File: config.mk
export PLATFORM = sky130hd
export DESIGN_NAME = mux_src_sequencer
export DESIGN_NICKNAME = d
export VERILOG_FILES = /design/src/rtl/mux_src_sequencer.sv
export SDC_FILE = /design/constraint.sdc
export NUM_CORES = 1
export LEC_CHECK = 0
export ABC_AREA = 1
export CAP_MARGIN = 15
export CORE_MARGIN = 5
export CORE_UTILIZATION = 47
export CTS_BUF_LIST = sky130_fd_sc_hd__clkbuf_16
export DETAILED_ROUTE_END_ITERATION = 16
export PLACE_DENSITY = 0.77
export SLEW_MARGIN = 20
export SYNTH_ARGS = -nofsm -noshare
export SYNTH_HDL_FRONTEND = slang
export SYNTH_SLANG_ARGS = --single-unit
File: constraint.sdc
create_clock -name CLK -period 3.3 [get_ports CLK]
set_clock_uncertainty 0.2 [all_clocks]
set_input_delay 0.33 -clock CLK [delete_from_list [all_inputs] [get_ports CLK]]
set_output_delay 0.33 -clock CLK [all_outputs]
set_load 0.005 [all_outputs]
File: src/rtl/mux_src_sequencer.sv
// Source registers and scan sequencer feeding the 8-bit 8:1 mux.
// Walks enabled channels in ascending order and flags each settled one.
module mux_src_sequencer #(
    parameter int DWELL = 1
) (
    input  logic       CLK,
    input  logic       RST_N,
    input  logic       WE,
    input  logic [2:0] WADDR,
    input  logic [7:0] WDATA,
    input  logic       START,
    input  logic       CONT,
    input  logic [7:0] MASK,
    output logic [7:0] I0,
    output logic [7:0] I1,
    output logic [7:0] I2,
    output logic [7:0] I3,
    output logic [7:0] I4,
    output logic [7:0] I5,
    output logic [7:0] I6,
    output logic [7:0] I7,
    output logic [2:0] S,
    output logic       VALID,
    output logic       BUSY,
    output logic       DONE
);

    localparam logic [7:0] DWELL_M1 = 8'(DWELL - 1);

    typedef enum logic [1:0] {
        IDLE    = 2'd0,
        SCAN    = 2'd1,
        DONE_ST = 2'd2
    } state_t;

    state_t      state;
    logic [7:0]  regs [8];
    logic [7:0]  mask_q;
    logic [7:0]  cnt;
    logic [7:0]  above;
    logic [3:0]  first;
    logic [3:0]  nxt;
    logic        launch;

    // {found, index} of the lowest set bit
    function automatic logic [3:0] lowest(input logic [7:0] m);
        logic [3:0] r;
        r = '0;
        for (int k = 7; k >= 0; k--) begin
            if (m[k]) r = {1'b1, 3'(k)};
        end
        return r;
    endfunction

    assign above  = mask_q & (8'hFE << S);
    assign first  = lowest(MASK);
    assign nxt    = lowest(above);
    assign launch = (state == IDLE && START) ||
                    (state == DONE_ST && CONT);

    always_ff @(posedge CLK or negedge RST_N) begin
        if (!RST_N) begin
            for (int k = 0; k < 8; k++) regs[k] <= '0;
        end else if (WE) begin
            regs[WADDR] <= WDATA;
        end
    end

    assign I0 = regs[0];
    assign I1 = regs[1];
    assign I2 = regs[2];
    assign I3 = regs[3];
    assign I4 = regs[4];
    assign I5 = regs[5];
    assign I6 = regs[6];
    assign I7 = regs[7];

    always_ff @(posedge CLK or negedge RST_N) begin
        if (!RST_N) begin
            state  <= IDLE;
            mask_q <= '0;
            cnt    <= '0;
            S      <= '0;
            VALID  <= 1'b0;
            BUSY   <= 1'b0;
            DONE   <= 1'b0;
        end else if (launch) begin
            mask_q <= MASK;
            if (first[3]) begin
                state <= SCAN;
                S     <= first[2:0];
                cnt   <= DWELL_M1;
                BUSY  <= 1'b1;
                VALID <= (DWELL_M1 == 8'd0);
                DONE  <= 1'b0;
            end else begin
                state <= DONE_ST;
                BUSY  <= 1'b0;
                VALID <= 1'b0;
                DONE  <= 1'b1;
            end
        end else begin
            unique case (state)
                IDLE: begin
                    BUSY  <= 1'b0;
                    VALID <= 1'b0;
                    DONE  <= 1'b0;
                end
                SCAN: begin
                    if (cnt != 8'd0) begin
                        cnt   <= cnt - 8'd1;
                        VALID <= (cnt == 8'd1);
                    end else if (nxt[3]) begin
                        S     <= nxt[2:0];
                        cnt   <= DWELL_M1;
                        VALID <= (DWELL_M1 == 8'd0);
                    end else begin
                        state <= DONE_ST;
                        BUSY  <= 1'b0;
                        VALID <= 1'b0;
                        DONE  <= 1'b1;
                    end
                end
                DONE_ST: begin
                    state <= IDLE;
                    DONE  <= 1'b0;
                end
                default: begin
                    state <= IDLE;
                end
            endcase
        end
    end

endmodule

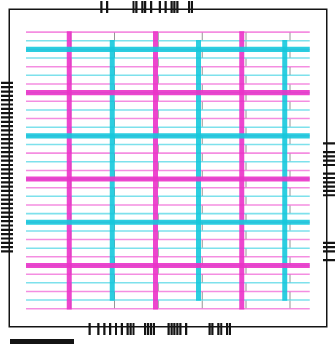
Figure 1: run 1, supply network.
Scale bar: 20 µm. Pins as bars on the die edge. Tap cells in grey.
| colour | net |
|---|---|
| magenta | VSS |
| cyan | VDD |
signal pins: 94
met5 straps: 6
tap cells: 102
met1 rails: 33
rows: 32

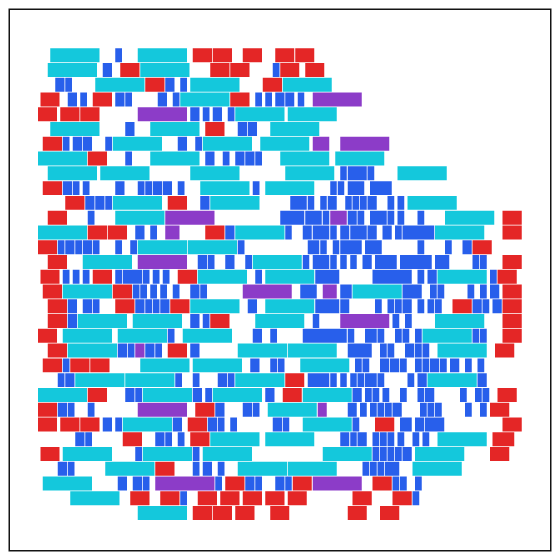
Figure 2: run 1, cell classes on the final placement.
| colour | class | cells | share of their area |
|---|---|---|---|
| blue | all other logic | 319 | 31% |
| purple | clock drivers and dummy loads | 16 | 6.0% |
| cyan | flip-flops | 87 | 44% |
| red | other buffers and delay cells | 94 | 19% |
CORE AREA: 0.007767 mm²
fraction of area in registers: 42.89%
row count: 32

==> impl_metrics.yaml, run 1 <==
# yosys + openroad results
logic_synthesis:
  ys_types: 32
  async_reset_ff_share_pct: 100.0
  ys_area_mm2: 0.003760
  syn_nets: 444
  yosys.cell_count.top_type: "nand2_1"
min_path:
  min_path_type: "reg2reg"
  hp-start: "BUSY"
worst_setup_path:
  path_cells: "inv_1 -> nand3_1 -> nand2_1 -> inv_1 -> nand2_1 -> nand3_2 -> inv_2 -> nor2_1 -> a21oi_1"
  cp_max_fo: 16
  crit_end: "S[0]"
  cp-end-kind: "flop"
  startpoint: "state[0]"
  crit_slowest_cell: "dfrtp_1"
power_and_ir_drop:
  intPower_mw: 2.136
  p_leak_nw: 2.396
  p_sw_share_pct: 25.50
  power.largest_group: "sequential cells"
  p_switching_mw: 0.7310
  seq_power_share_pct: 45.8
  pwr-share-comb_pct: 18.9
grt:
  grt_pass1_wl_um: 16040
  track_usage_pct: 20.52
cells_and_area:
  n_antenna_cell: 0
  most-common-layout-cells: "nand2_1 (125), clkdlybuf4s50_1 (92), dfrtp_1 (87), o21ai_0 (65), nor2_1 (32)"
  syn_to_final_growth_pct: 35.01
  finish.instance_area_mm2: 0.005076
timing:
  fin_hold_ws_ns: 0.2867
  setup_viol: 0
  tightest_slew_ns: 0.8571
  min_period_ns: 2.118
  worst_slack_ns: 1.182
clocking:
  clock_sinks: 87
  clockBufferDepth: 2
  postCtsHoldBufs: 0
  post_cts_buffers: 0
status:
  status: "finished clean"
drt:
  drc: 0
  wl_met2_um: 4617
  routedWlPerCell_um: 15.38
  drt-vias-per-instance: 5.042
floorplanning:
  fp.dieW_um: 99.44
  initial_utilization_pct: 48.41
placed_design:
  routabilityCongestion: 0.8765
  portBuffers: 93
  pre_cts_slack_ns: 0.8706
  postPlaceCellArea_mm2: 0.004765
run:
  tool_warnings: 28
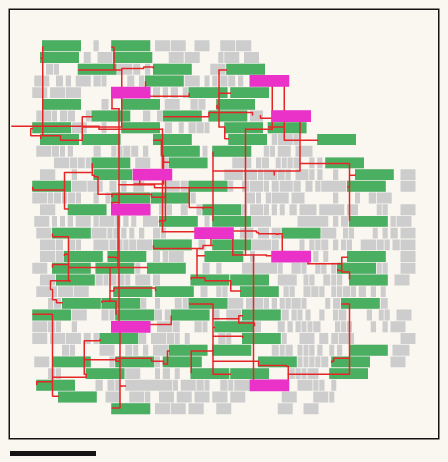
Figure 3: run 1, clock distribution.
Scale bar: 20 µm.
[magenta] cells driving clock nets | count: 9
[red] clock wires | length: 1,030 µm
[green] flip-flops | count: 87
flops lie: widely spread

[run 1: cells by family (layout without fill, tap and decap cells)]
| family | Yosys count | count (layout) | share of synthesized area [%] |
|---|---|---|---|
| buffers and inverters | 46 | 145 | 4.858 |
| AND-OR/OR-AND | 88 | 88 | 13.04 |
| XOR/XNOR | 5 | 5 | 1.165 |
| flip-flops | 87 | 87 | 57.90 |
| AND/OR/NAND/NOR | 187 | 187 | 21.43 |
| adder cells (fa/ha/maj) | 3 | 3 | 0.9984 |
| multiplexers | 1 | 1 | 0.5990 |
[run 1: area by class of cell]
type                       instances  area, µm²
fill                             624       2691
sequential                        87       2177
multi-input combinational        284       1400
timing repair buffer              94      942.2
clock buffer                       9      225.2
inverter                          35      131.4
tap                              102      127.6
clock inverter                     7      72.57
==> run 2: changes to the inputs <==
--- a/config.mk
+++ b/config.mk
@@ -8,10 +8,10 @@
 export ABC_AREA = 1
 export CAP_MARGIN = 15
 export CORE_MARGIN = 5
-export CORE_UTILIZATION = 47
+export CORE_UTILIZATION = 44
 export CTS_BUF_LIST = sky130_fd_sc_hd__clkbuf_16
 export DETAILED_ROUTE_END_ITERATION = 16
-export PLACE_DENSITY = 0.77
+export PLACE_DENSITY = 0.76
 export SLEW_MARGIN = 20
 export SYNTH_ARGS = -nofsm -noshare
 export SYNTH_HDL_FRONTEND = slang
==> constraint.sdc (replaced) <==
create_clock -name CLK -period 1.7 [get_ports CLK]
set_clock_uncertainty 0.2 [all_clocks]
set_input_delay 0.17 -clock CLK [delete_from_list [all_inputs] [get_ports CLK]]
set_output_delay 0.17 -clock CLK [all_outputs]
set_load 0.005 [all_outputs]
==> run 2 against run 1 <==
Compared with the run above:
- the flow now finishes with violations (negative setup slack)
- critical endpoint is now cnt[6]
- combinational power is 100% higher
- non-clock buffer count grew 53
- clock power is 110% higher
- highest routed layer unchanged
- register-to-register slack worse by 1.3 ns
- synthesized cell count stayed put
- worst hold slack worse by 0.16 ns
==> impl_metrics.yaml, run 2 <==
# yosys + openroad results
status:
  status: "finished with violations"
  violations: "negative setup slack"
placed_design:
  postPlaceCellArea_mm2: 0.005134
  routabilityCongestion: 0.8851
floorplanning:
  core_mm2: 0.008258
  fp-row-count: 33
  fp.dieW_um: 102.4
  initial_utilization_pct: 45.53
worst_setup_path:
  path_cells: "nor2_4 -> nand2_2 -> nand2_2 -> nor2_4 -> nand2_4 -> nor2_8 -> o21ai_4 -> buf_12 -> inv_2 -> nand2_1 -> nand2_1"
  crit_end: "cnt[6]"
  crit_slowest_cell: "dfrtp_2"
  cp_max_fo: 5
  startpoint: "S[1]"
  cp-end-kind: "flop"
logic_synthesis:
  ys_area_mm2: 0.003760
  syn_nets: 444
  synthAdderAreaFrac_pct: 0.9983
  xor_area_share_pct: 1.165
  muxShareOfSynthArea_pct: 0.5990
  aoi_share_pct: 13.04
  synthTopLogicFamily: "simple AND/OR/NAND/NOR gates"
min_path:
  min_path_type: "in2async"
power_and_ir_drop:
  p_leak_nw: 2.732
  pwr-share-comb_pct: 19.0
  p_switching_mw: 1.433
clocking:
  clock_sinks: 87
  postCtsHoldBufs: 1
  post_cts_buffers: 6
timing:
  tightest_slew_ns: 0.4468
  setup_viol: 8
  worst_slack_ns: -0.07062
  min_period_ns: 1.771
  fin_hold_ws_ns: 0.1232
drt:
  drc: 0
==> run 2: netlist changes by cell type in the layout (fill, tap and decap cells not counted), moves of 3 or more <==
cell,previous run,this run
inv_2,4,8
dfrtp_2,0,3
buf_6,1,4
inv_1,31,27
buf_12,0,5
dfrtp_1,87,84
buf_4,0,44
nand2_1,125,115
nand3_1,12,9
clkdlybuf4s50_1,92,89
nand2_2,1,9
==> run 2: area by class of cell <==
class / count / area [µm²]
timing repair buffer: 147 / 1431
inverter: 35 / 131.4
clock inverter: 6 / 92.59
clock buffer: 9 / 225.2
fill: 626 / 2551
multi-input combinational: 284 / 1514
tap: 105 / 131.4
sequential: 87 / 2181
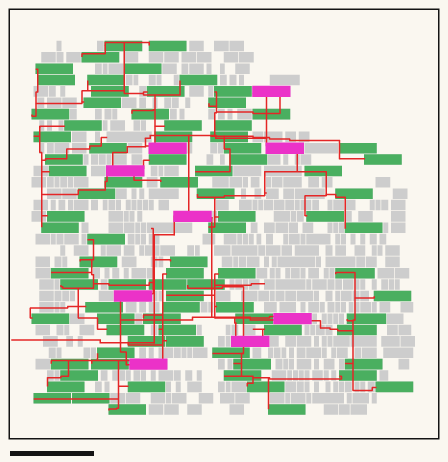
Figure 4: run 2, clock distribution.
Scale bar: 20 µm.
[magenta] cells driving clock nets | count: 9
[green] flip-flops | count: 87
[red] clock wires | length: 1,070 µm
flops lie: widely spread
routed clock nets: 10

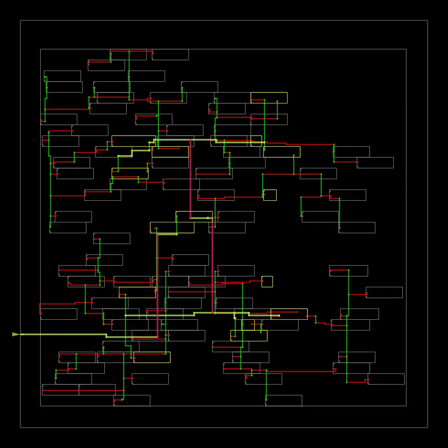
Figure 5: run 2, the clock network.
Seq cells: 87
clkbuf count: 9
clk_lat worst skew: 0.33 ns

==> run 3: changes to the inputs <==
==> constraint.sdc (replaced) <==
create_clock -name CLK -period 1.45 [get_ports CLK]
set_clock_uncertainty 0.2 [all_clocks]
set_input_delay 0.145 -clock CLK [delete_from_list [all_inputs] [get_ports CLK]]
set_output_delay 0.145 -clock CLK [all_outputs]
set_load 0.005 [all_outputs]
==> run 3 against run 2 <==
Compared with the run above:
- the run still ends with negative setup slack left
- routed wire length is 3.7% higher
- die area is the same
- sequential power grew 17%
- maximum frequency rose by 2.4%
- non-clock buffer count rose by 22
- synthesized cell count unchanged
- register-to-register slack got worse by 0.21 ns
- critical path type unchanged
- largest cell class unchanged
- largest power group unchanged
==> impl_metrics.yaml, run 3 <==
# yosys + openroad results
placed_design:
  routabilityCongestion: 0.8524
  postPlaceCellArea_mm2: 0.005269
cells_and_area:
  buf_share_pct: 25.66
  n_all_buffers: 169
  nClkBuffers: 9
  comb_area_share_pct: 26.91
  layout.area.seq_mm2: 0.002181
  clk_share_pct: 5.076
  num-multi-input-gates: 284
  logic_area_mm2: 0.001559
  nFlopsAndLatches: 87
power_and_ir_drop:
  p_leak_nw: 2.970
  pwr-share-comb_pct: 16.6
floorplanning:
  tap_cells: 105
  fp-row-count: 33
  fp.dieW_um: 102.4
  core_mm2: 0.008258
clocking:
  clock_sinks: 87
timing:
  worst_slack_ns: -0.2797
  min_period_ns: 1.730
  tightest_slew_ns: 0.3712
  setup_viol: 16
  fin_hold_ws_ns: 0.1385
worst_setup_path:
  crit_slowest_cell: "dfrtp_2"
  cp_max_fo: 8
status:
  violations: "negative setup slack"
  status: "finished with violations"
==> run 3: cell types whose count changed in the layout (fill, tap and decap cells not counted), sizes merged <==
cell and change:
clkdlybuf4s50 -67, clkbuf -1, bufinv -1, dlygate4sd2 +67
clkinv +3, clkinvlp -1, dlygate4sd3 +1, buf +23
dlymetal6s2s -1
==> run 3: cell families (layout without fill, tap and decap cells) <==
group           Yosys count  count (layout)  share of synthesized area, %
compound gates           88              88                         13.04
xor+xnor                  5               5                         1.165
fa+ha+maj                 3               3                        0.9984
buf+inv                  46             220                         4.858
flops                    87              87                         57.90
mux                       1               1                        0.5990
simple gates            187             187                         21.43
==> run 3: repair_timing <==
action	CTS	global route
resized	89	38
endpoints found under the hold margin	87	0
setup endpoints to repair	92	22
hold buffers	2	0
buffers inserted	9	6
pin swaps	6	15
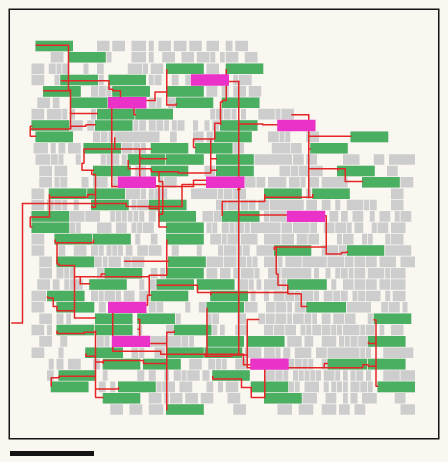
Figure 6: run 3, clock distribution.
Scale bar: 20 µm.
[green] flip-flops | count: 87
[magenta] cells driving clock nets | count: 9
[red] clock wires | length: 1,040 µm
flops lie: widely spread
routed clock nets: 10

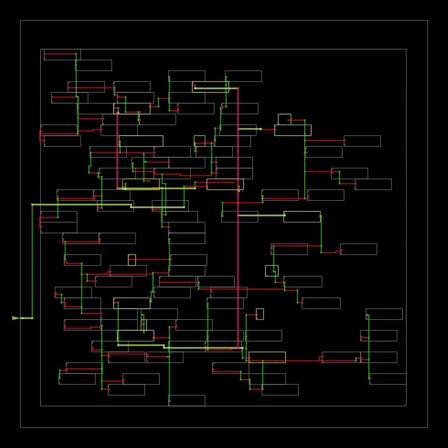
Figure 7: run 3, the clock network.
clk_lat worst skew: 0.34 ns
clk pwr: 2.30 mW

Power figures rest on the tool's default switching activity, not on a simulated workload.
